==> images/layer_met2.png <==
Bar = 20 um.
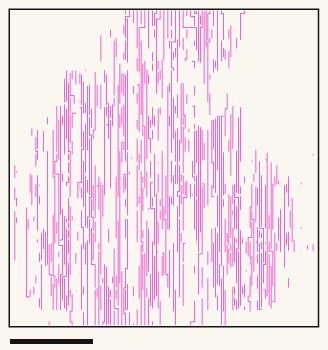
==> images/layer_met3.png <==
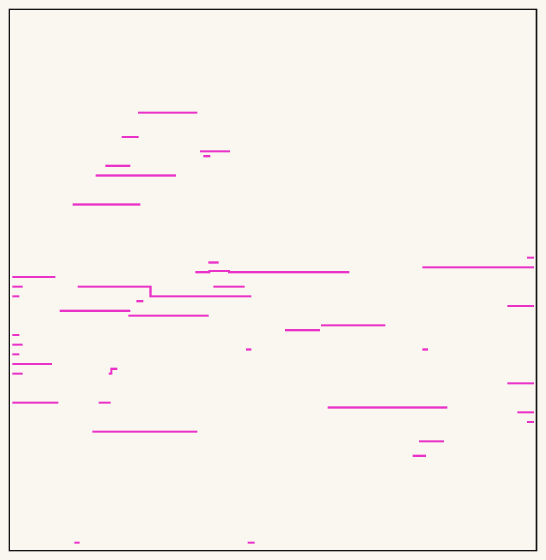
==> images/power_grid.png <==
Bar = 20 um. Pins as bars on the die edge.
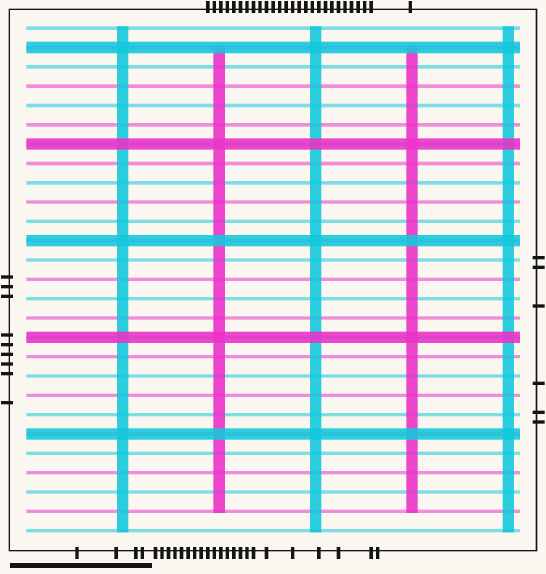
$ cat src/rtl/ram_pkg.sv
// Shared types and defaults for the RAM BIST front end: FSM states and
// the March background patterns.
package ram_pkg;

    localparam int ADDR_W = 4;
    localparam int DATA_W = 8;

    localparam logic [DATA_W-1:0] BG0 = '0;
    localparam logic [DATA_W-1:0] BG1 = '1;

    typedef enum logic [3:0] {
        IDLE,
        M0_WR,
        M1_RD,
        M1_WR,
        M2_RD,
        M2_WR,
        M3_RD,
        M3_CMP,
        DONE
    } state_t;

endpackage

$ cat src/rtl/ram_bist.sv
// March-test BIST and mission-mode passthrough for a single-port synchronous RAM.
// Idle: system port passes straight through; busy: the FSM owns the RAM port.
module ram_bist #(
    parameter int ADDR_W = ram_pkg::ADDR_W,
    parameter int DATA_W = ram_pkg::DATA_W
) (
    input  logic              clk,
    input  logic              rst,
    input  logic              start,
    input  logic              sys_we,
    input  logic [ADDR_W-1:0] sys_addr,
    input  logic [DATA_W-1:0] sys_datain,
    output logic [DATA_W-1:0] sys_dataout,
    output logic              ram_we,
    output logic [ADDR_W-1:0] ram_addr,
    output logic [DATA_W-1:0] ram_datain,
    input  logic [DATA_W-1:0] ram_dataout,
    output logic              busy,
    output logic              done,
    output logic              pass,
    output logic [7:0]        err_cnt,
    output logic [ADDR_W-1:0] fail_addr,
    output logic [DATA_W-1:0] fail_data
);
    import ram_pkg::*;

    // Backgrounds widened from the package constants so any DATA_W works.
    localparam logic [DATA_W-1:0] BGZ = {DATA_W{BG0[0]}};
    localparam logic [DATA_W-1:0] BGO = {DATA_W{BG1[0]}};
    localparam logic [ADDR_W-1:0] A_MAX = {ADDR_W{1'b1}};

    state_t            state_q, state_d;
    logic [ADDR_W-1:0] cnt_q, cnt_d;
    logic              busy_q, busy_d;
    logic              done_q, done_d;
    logic              pass_q, pass_d;
    logic [7:0]        err_cnt_q, err_cnt_d;
    logic [ADDR_W-1:0] fail_addr_q, fail_addr_d;
    logic [DATA_W-1:0] fail_data_q, fail_data_d;

    logic              bist_we;
    logic [DATA_W-1:0] bist_data;
    logic              cmp_en;
    logic [DATA_W-1:0] cmp_exp;

    always_comb begin
        state_d     = state_q;
        cnt_d       = cnt_q;
        pass_d      = pass_q;
        err_cnt_d   = err_cnt_q;
        fail_addr_d = fail_addr_q;
        fail_data_d = fail_data_q;
        bist_we     = 1'b0;
        bist_data   = BGZ;
        cmp_en      = 1'b0;
        cmp_exp     = BGZ;

        case (state_q)
            IDLE: begin
                if (start) begin
                    state_d     = M0_WR;
                    cnt_d       = '0;
                    pass_d      = 1'b0;
                    err_cnt_d   = '0;
                    fail_addr_d = '0;
                    fail_data_d = '0;
                end
            end
            M0_WR: begin
                bist_we = 1'b1;
                if (cnt_q == A_MAX) begin
                    state_d = M1_RD;
                    cnt_d   = '0;
                end else begin
                    cnt_d = cnt_q + 1'b1;
                end
            end
            M1_RD: state_d = M1_WR;
            M1_WR: begin
                bist_we   = 1'b1;
                bist_data = BGO;
                cmp_en    = 1'b1;
                if (cnt_q == A_MAX) begin
                    state_d = M2_RD;
                end else begin
                    state_d = M1_RD;
                    cnt_d   = cnt_q + 1'b1;
                end
            end
            M2_RD: state_d = M2_WR;
            M2_WR: begin
                bist_we = 1'b1;
                cmp_en  = 1'b1;
                cmp_exp = BGO;
                if (cnt_q == '0) begin
                    state_d = M3_RD;
                end else begin
                    state_d = M2_RD;
                    cnt_d   = cnt_q - 1'b1;
                end
            end
            M3_RD: state_d = M3_CMP;
            M3_CMP: begin
                cmp_en = 1'b1;
                if (cnt_q == A_MAX) begin
                    state_d = DONE;
                end else begin
                    state_d = M3_RD;
                    cnt_d   = cnt_q + 1'b1;
                end
            end
            DONE:    state_d = IDLE;
            default: state_d = IDLE;
        endcase

        // Read data is registered in the RAM, so it belongs to the previous cycle's read.
        if (cmp_en && (ram_dataout != cmp_exp)) begin
            if (err_cnt_q != 8'hFF) err_cnt_d = err_cnt_q + 8'd1;
            if (err_cnt_q == 8'd0) begin
                fail_addr_d = cnt_q;
                fail_data_d = ram_dataout;
            end
        end

        busy_d = (state_d != IDLE) && (state_d != DONE);
        done_d = (state_d == DONE);
        if (state_d == DONE && state_q != DONE) pass_d = (err_cnt_d == 8'd0);
    end

    always_ff @(posedge clk or posedge rst) begin
        if (rst) begin
            state_q     <= IDLE;
            cnt_q       <= '0;
            busy_q      <= 1'b0;
            done_q      <= 1'b0;
            pass_q      <= 1'b0;
            err_cnt_q   <= '0;
            fail_addr_q <= '0;
            fail_data_q <= '0;
        end else begin
            state_q     <= state_d;
            cnt_q       <= cnt_d;
            busy_q      <= busy_d;
            done_q      <= done_d;
            pass_q      <= pass_d;
            err_cnt_q   <= err_cnt_d;
            fail_addr_q <= fail_addr_d;
            fail_data_q <= fail_data_d;
        end
    end

    assign ram_we      = busy_q ? bist_we   : sys_we;
    assign ram_addr    = busy_q ? cnt_q     : sys_addr;
    assign ram_datain  = busy_q ? bist_data : sys_datain;
    assign sys_dataout = ram_dataout;

    assign busy      = busy_q;
    assign done      = done_q;
    assign pass      = pass_q;
    assign err_cnt   = err_cnt_q;
    assign fail_addr = fail_addr_q;
    assign fail_data = fail_data_q;

endmodule
$ cat config.mk
export PLATFORM = sky130hd
export DESIGN_NAME = ram_bist
export DESIGN_NICKNAME = d
export VERILOG_FILES = /design/src/rtl/ram_pkg.sv /design/src/rtl/ram_bist.sv
export SDC_FILE = /design/constraint.sdc
export NUM_CORES = 1
export LEC_CHECK = 0
export CAP_MARGIN = 30
export CORE_AREA = 2 2 72 74
export DETAILED_ROUTE_END_ITERATION = 10
export DIE_AREA = 0 0 74 76
export HOLD_SLACK_MARGIN = 0.06
export PLACE_DENSITY = 0.75
export SLEW_MARGIN = 20
export SYNTH_ARGS = -nofsm -noshare
export SYNTH_HDL_FRONTEND = slang
export SYNTH_SLANG_ARGS = --single-unit
export TNS_END_PERCENT = 100
$ cat constraint.sdc
create_clock -name clk -period 2.05 [get_ports clk]
set_clock_uncertainty 0.1 [all_clocks]
set_input_delay 0.41 -clock clk [delete_from_list [all_inputs] [get_ports clk]]
set_output_delay 0.41 -clock clk [all_outputs]
set_load 0.03 [all_outputs]
==> qor.yml <==
status: "finished with violations"
violations: "setup timing"
warnings: 32
sh_seq_area_pct: 23.5
final_cells: 404
crit_required_ns: 2.16
finalSetupViolations: 21
cp_slowest_cell: "or4_4"
power_leader: "combinational logic"
clock_latency_ns: 0.29
clkPwrFrac_pct: 12.8
r2r_setup_slack_ns: -0.19
grt_pass1_wl_um: 10100
dieArea_um2: 5620
maxCapViolCount: 0
cellPowerDensity_nw_per_um2: 1290
nMultiInputCombCells: 159
simple_gate_area_share_pct: 23.4
p_total_uw: 4290
timing.hold.ws_ns: 0.330
fin_util_pct: 67.5
report.final.hold_viol_count: 0
cts_sinks: 31
final_antenna_net_count: 0
hold_class: "in2reg"
power.internal_uw: 2370
antenna_found_initial: 0
min_from: "ram_dataout[3]"
grt_max_degree: 32
post_drt_wl_per_cell_um: 16.1
drc: 0
inverters_excl_clock: 14
yosysUniqueCellTypes: 50
powerClk_uw: 548
fillers: 378
grt_pass1_vias: 2095
critPathLaunch: "ram_dataout[6]"
final_area_um2: 3320
crit_end: "pass"
cts_resized: 69
crit_type: "in2reg"
setup_slack_ns: -0.201
comb_area_um2: 1190
fin_crit_ns: 2.25
io_pins: 68
drt-pass1-iter-count: 4
synthesis.nets: 250
reg2reg_from: "state_q[3]"
place.gp.congestion: 0.858
dp_slack_ns: -0.784
synth_top_area_share_pct: 40.3
-- layer_met2.png (at the start) --
share of all routed wire: 54%
longest straight run: 36.0 um
met2 GRT Util: 39.6%
vias: 2095
routed wire length: 6510 um

-- layer_met3.png (at the start) --
nets with wire on the layer: 32
wire length on this layer: 214 um
share of all routed wire: 3.3%
main direction: horizontal
met3 Use GR: 3.57%

-- power_grid.png (at the start) --
[magenta] VDD
[cyan] VSS
signal pins: 68
met1 rails: 27
met4 straps: 5
met5 straps: 5
Peak VDD IR: 0.825 mV
Core Region: 4910 um^2
chip width: 74 um

-- state kept, by name (all words and copies together) (netlist names) --
signal	flops
busy	1
pass	1
fail_addr	4
state_q	4
err_cnt	8
cnt_q	4
fail_data	8
done	1
-- metal layers --
layer  part of all wire (%)  vias to the layer above  routed length (um)  GRT usage [%]
met4                    2.8                        0                 180           8.91
li1                       -                      997                   -              -
met3                    3.3                       15                 214           3.57
met1                     40                     1028                2580           28.2
met2                     54                       55                3530           39.6
met5                      0                        -                   0              0
-- critical path, delay by kind of cell --
family,cells,cell delay (ns)
AND-OR/OR-AND,3,0.60
buffers and inverters,1,0.09
multiplexers,1,0.30
AND/OR/NAND/NOR,2,0.95
